Figure 1. The metal 3 layer.
Scale: 4 px per um.
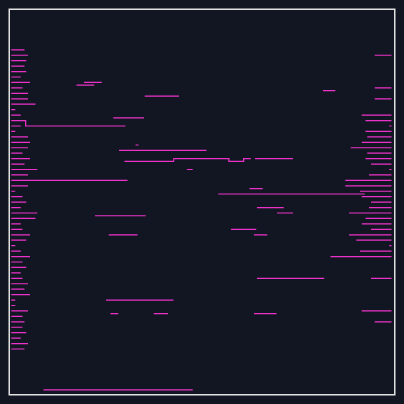
Figure 2. Clock wiring as the flow saved it.
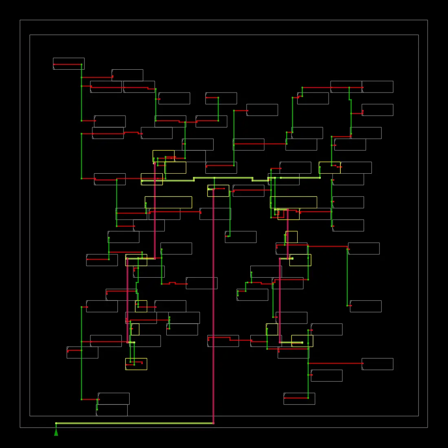
## src/rtl/pipe_data_select_pkg.sv

```systemverilog
`default_nettype none
// ============================================================================
// Module      : pipe_data_select_pkg
// Description : Shared CPU-pipeline definitions for the registered operand
//               selector. It holds the skid-buffer state encoding, the default
//               data width and the EX-stage forwarding channel indices.
// Revision    : 1.0 - initial release
// ============================================================================
package pipe_data_select_pkg;

  // Default width of every operand channel.
  localparam int DATA_W = 32;

  // Forwarding sources, used as channel numbers on in_data / in_sel.
  localparam int FWD_RF    = 0;
  localparam int FWD_EXMEM = 1;
  localparam int FWD_MEMWB = 2;
  localparam int FWD_IMM   = 3;

  // Occupancy of the two-entry skid buffer.
  typedef enum logic [1:0] {
    EMPTY = 2'd0,
    ONE   = 2'd1,
    FULL  = 2'd2
  } pds_state_t;

endpackage
`default_nettype wire

```

## src/rtl/pipe_data_select_mux.sv

```systemverilog
`default_nettype none
// ============================================================================
// Module      : pds_mux
// Description : Purely combinational NUM_IN:1 word selector.
//               When PIPE_DATA_SELECT_RANGE_CHECK_EN is defined, a select code
//               of NUM_IN or more yields an all-zero word and raises o_selErr.
//               Without the macro, no check logic exists and o_selErr is absent.
// Ports       : i_data   - NUM_IN packed channels, channel k at [k*WIDTH +: WIDTH]
//               i_sel    - binary channel select
//               o_word   - selected word
//               o_selErr - select code out of range (macro builds only)
// Revision    : 1.0 - initial release
// ============================================================================
module pds_mux #(
  parameter int WIDTH  = 32,
  parameter int NUM_IN = 4,
  parameter int SEL_W  = 2
) (
  input  logic [NUM_IN*WIDTH-1:0] i_data,
  input  logic [SEL_W-1:0]        i_sel,
  output logic [WIDTH-1:0]        o_word
`ifdef PIPE_DATA_SELECT_RANGE_CHECK_EN
  ,
  output logic                    o_selErr
`endif
);

  // Every code the select field can carry gets a slot; slots beyond NUM_IN
  // are padded with zero so the index never leaves the array.
  localparam int c_SLOTS = 1 << SEL_W;

  logic [WIDTH-1:0] w_chan [c_SLOTS];

  genvar k;
  generate
    for (k = 0; k < c_SLOTS; k++) begin : g_chan
      if (k < NUM_IN) begin : g_present
        assign w_chan[k] = i_data[k*WIDTH +: WIDTH];
      end else begin : g_absent
        assign w_chan[k] = '0;
      end
    end
  endgenerate

`ifdef PIPE_DATA_SELECT_RANGE_CHECK_EN
  // One extra bit so NUM_IN = 2**SEL_W still compares correctly.
  localparam logic [SEL_W:0] c_NUM_IN_EXT = (SEL_W+1)'(NUM_IN);

  assign o_selErr = ({1'b0, i_sel} >= c_NUM_IN_EXT);
  assign o_word   = o_selErr ? '0 : w_chan[i_sel];
`else
  assign o_word   = w_chan[i_sel];
`endif

endmodule
`default_nettype wire

```

## src/rtl/pipe_data_select.sv

```systemverilog
`default_nettype none
// ============================================================================
// Module      : pipe_data_select
// Description : Registered, flow-controlled N-way operand selector. The
//               selected channel is captured in a two-entry skid buffer
//               (MAIN drives out_data, SKID absorbs one extra word) and is
//               handed downstream with a valid/ready handshake. All outputs
//               are registered, so no combinational path runs from out_ready
//               to in_ready or from the inputs to the outputs.
// Ports       : clk       - clock, rising edge
//               rst_n     - synchronous active-low reset
//               flush     - synchronous discard of all buffered words
//               in_data   - NUM_IN packed channels of WIDTH bits
//               in_sel    - channel select, sampled with in_valid
//               in_valid  - upstream offers a word
//               in_ready  - block can accept (registered)
//               out_data  - head-of-buffer word (registered)
//               out_valid - out_data is valid (registered)
//               out_ready - downstream accepts out_data
//               sel_err   - sticky out-of-range select flag
// Config      : PIPE_DATA_SELECT_RANGE_CHECK_EN enables the range check and
//               the sel_err flag; otherwise sel_err is tied low.
// Revision    : 1.0 - initial release
// ============================================================================
module pipe_data_select
  import pipe_data_select_pkg::*;
#(
  parameter int WIDTH  = DATA_W,
  parameter int NUM_IN = 4,
  parameter int SEL_W  = 2
) (
  input  logic                    clk,
  input  logic                    rst_n,
  input  logic                    flush,
  input  logic [NUM_IN*WIDTH-1:0] in_data,
  input  logic [SEL_W-1:0]        in_sel,
  input  logic                    in_valid,
  output logic                    in_ready,
  output logic [WIDTH-1:0]        out_data,
  output logic                    out_valid,
  input  logic                    out_ready,
  output logic                    sel_err
);

  localparam logic [1:0] c_EMPTY = EMPTY;
  localparam logic [1:0] c_ONE   = ONE;
  localparam logic [1:0] c_FULL  = FULL;

  logic [1:0]       r_state;
  logic [1:0]       w_nextState;
  logic [WIDTH-1:0] r_main;
  logic [WIDTH-1:0] r_skid;
  logic [WIDTH-1:0] w_word;
  logic             r_inReady;
  logic             r_outValid;
  logic             w_push;
  logic             w_pop;

  // --------------------------------------------------------------------------
  // Input-side selection
  // --------------------------------------------------------------------------
`ifdef PIPE_DATA_SELECT_RANGE_CHECK_EN
  logic w_selErr;
`endif

  pds_mux #(
    .WIDTH  (WIDTH),
    .NUM_IN (NUM_IN),
    .SEL_W  (SEL_W)
  ) u_mux (
    .i_data   (in_data),
    .i_sel    (in_sel),
    .o_word   (w_word)
`ifdef PIPE_DATA_SELECT_RANGE_CHECK_EN
    ,
    .o_selErr (w_selErr)
`endif
  );

  // --------------------------------------------------------------------------
  // Handshakes. r_inReady is low only in FULL, so a push never meets FULL.
  // --------------------------------------------------------------------------
  assign w_push = in_valid & r_inReady;
  assign w_pop  = r_outValid & out_ready;

  always_comb begin
    w_nextState = r_state;
    case (r_state)
      c_EMPTY: begin
        if (w_push) w_nextState = c_ONE;
      end
      c_ONE: begin
        if (w_push && !w_pop)      w_nextState = c_FULL;
        else if (!w_push && w_pop) w_nextState = c_EMPTY;
      end
      c_FULL: begin
        if (w_pop) w_nextState = c_ONE;
      end
      default: w_nextState = c_EMPTY;
    endcase
    if (flush) w_nextState = c_EMPTY;
  end

  // --------------------------------------------------------------------------
  // State, flags and the two data registers. The flags are derived from the
  // next state so they are registered yet exact in the following cycle.
  // --------------------------------------------------------------------------
  always_ff @(posedge clk) begin
    if (!rst_n) begin
      r_state    <= c_EMPTY;
      r_inReady  <= 1'b1;
      r_outValid <= 1'b0;
      r_main     <= '0;
      r_skid     <= '0;
    end else begin
      r_state    <= w_nextState;
      r_inReady  <= (w_nextState != c_FULL);
      r_outValid <= (w_nextState != c_EMPTY);
      // A flushed cycle stores nothing; the data registers simply hold.
      if (!flush) begin
        case (r_state)
          c_EMPTY: begin
            if (w_push) r_main <= w_word;
          end
          c_ONE: begin
            if (w_push) begin
              if (w_pop) r_main <= w_word;
              else       r_skid <= w_word;
            end
          end
          c_FULL: begin
            if (w_pop) r_main <= r_skid;
          end
          default: ;
        endcase
      end
    end
  end

  assign in_ready  = r_inReady;
  assign out_valid = r_outValid;
  assign out_data  = r_main;

  // --------------------------------------------------------------------------
  // Sticky select-error flag
  // --------------------------------------------------------------------------
`ifdef PIPE_DATA_SELECT_RANGE_CHECK_EN
  logic r_selErr;

  always_ff @(posedge clk) begin
    if (!rst_n) begin
      r_selErr <= 1'b0;
    end else if (w_push && w_selErr && !flush) begin
      r_selErr <= 1'b1;
    end
  end

  assign sel_err = r_selErr;
`else
  assign sel_err = 1'b0;
`endif

endmodule
`default_nettype wire

```

## config.mk

```make
export PLATFORM = sky130hd
export DESIGN_NAME = pipe_data_select
export DESIGN_NICKNAME = d
export VERILOG_FILES = /design/src/rtl/pipe_data_select_pkg.sv /design/src/rtl/pipe_data_select_mux.sv /design/src/rtl/pipe_data_select.sv
export SDC_FILE = /design/constraint.sdc
export NUM_CORES = 1
export LEC_CHECK = 0
export CAP_MARGIN = 15
export CORE_MARGIN = 2
export CORE_UTILIZATION = 41
export CTS_CLUSTER_DIAMETER = 40
export DETAILED_ROUTE_END_ITERATION = 6
export GPL_TIMING_DRIVEN = 0
export MAX_ROUTING_LAYER = met4
export PLACE_DENSITY_LB_ADDON = 0.12
export SYNTH_ARGS = -nofsm -noshare
export SYNTH_HDL_FRONTEND = slang
export SYNTH_SLANG_ARGS = --single-unit
```

## constraint.sdc

```tcl
create_clock -name clk -period 2.75 [get_ports clk]
set_clock_uncertainty 0.15 [all_clocks]
set_input_delay 0.825 -clock clk [delete_from_list [all_inputs] [get_ports clk]]
set_output_delay 0.825 -clock clk [all_outputs]
set_load 0.02 [all_outputs]
```

==> out/metrics.yaml <==
critical_path_class: "primary input to register"
synthTopCellsByCount: "nand2_1, dfxtp_1, a21oi_1, mux2i_1, o22ai_1"
r2r_cells: 5
finalCritPeriodShare_pct: 95.1
ys_ff: 68
adder_share_pct: 0
intPower_mw: 1.90
core-area_um2: 8220
holdWs_ns: 0.306
grt_usage_pct: 22.5
ys_cells: 349
warning_count: 26
antenna_left: 0
p_total_mw: 2.53
ff_latch_area_um2: 1360
crit_family: "buffers and inverters"
top_logic_kind: "multiplexers"
worst_slew_pin_slew_ns: 0.617
grt_util_met3_pct: 3.99
vias_per_cell: 5.22
startpoint: "in_sel[1]"
comb-power_mw: 0.565
top_power_group: "registers"
min_to: "r_skid[18]"
netlist_area_um2: 3470
grt-busiest-layer: "met2"
ys_seq_share_pct: 39.2
critPathMaxStageDelay_ns: 0.61
synth_top_cell_by_area: "dfxtp_1"
pwr-share-clk_pct: 36.5
grt_pass1_vias: 3280
placed_cells: 620
cp_cell_sequence: "clkdlybuf4s50_1 > buf_1 > mux4_2 > mux2i_1 > o22ai_1"
holdPathStages: 2
antenna_found_initial: 0
finalInstanceArea_um2: 5490
cp.depth: 5
finalSetupViolCount: 0
synth-edff-count: 0
buffer_area_share_pct: 33.4
cts_resized: 0
status: "completed"
ys_sh_aoi_pct: 11.8
## Picture notes: Figure 1
wire length on this layer: 687 um
main direction: horizontal
nets with wire on the layer: 103
share of all routed wire: 7.0%

## Picture notes: Figure 2
clk pwr: 0.926 mW
clk_buf instances: 10
CTS sink cnt: 68

Power and IR drop assume default switching activity.
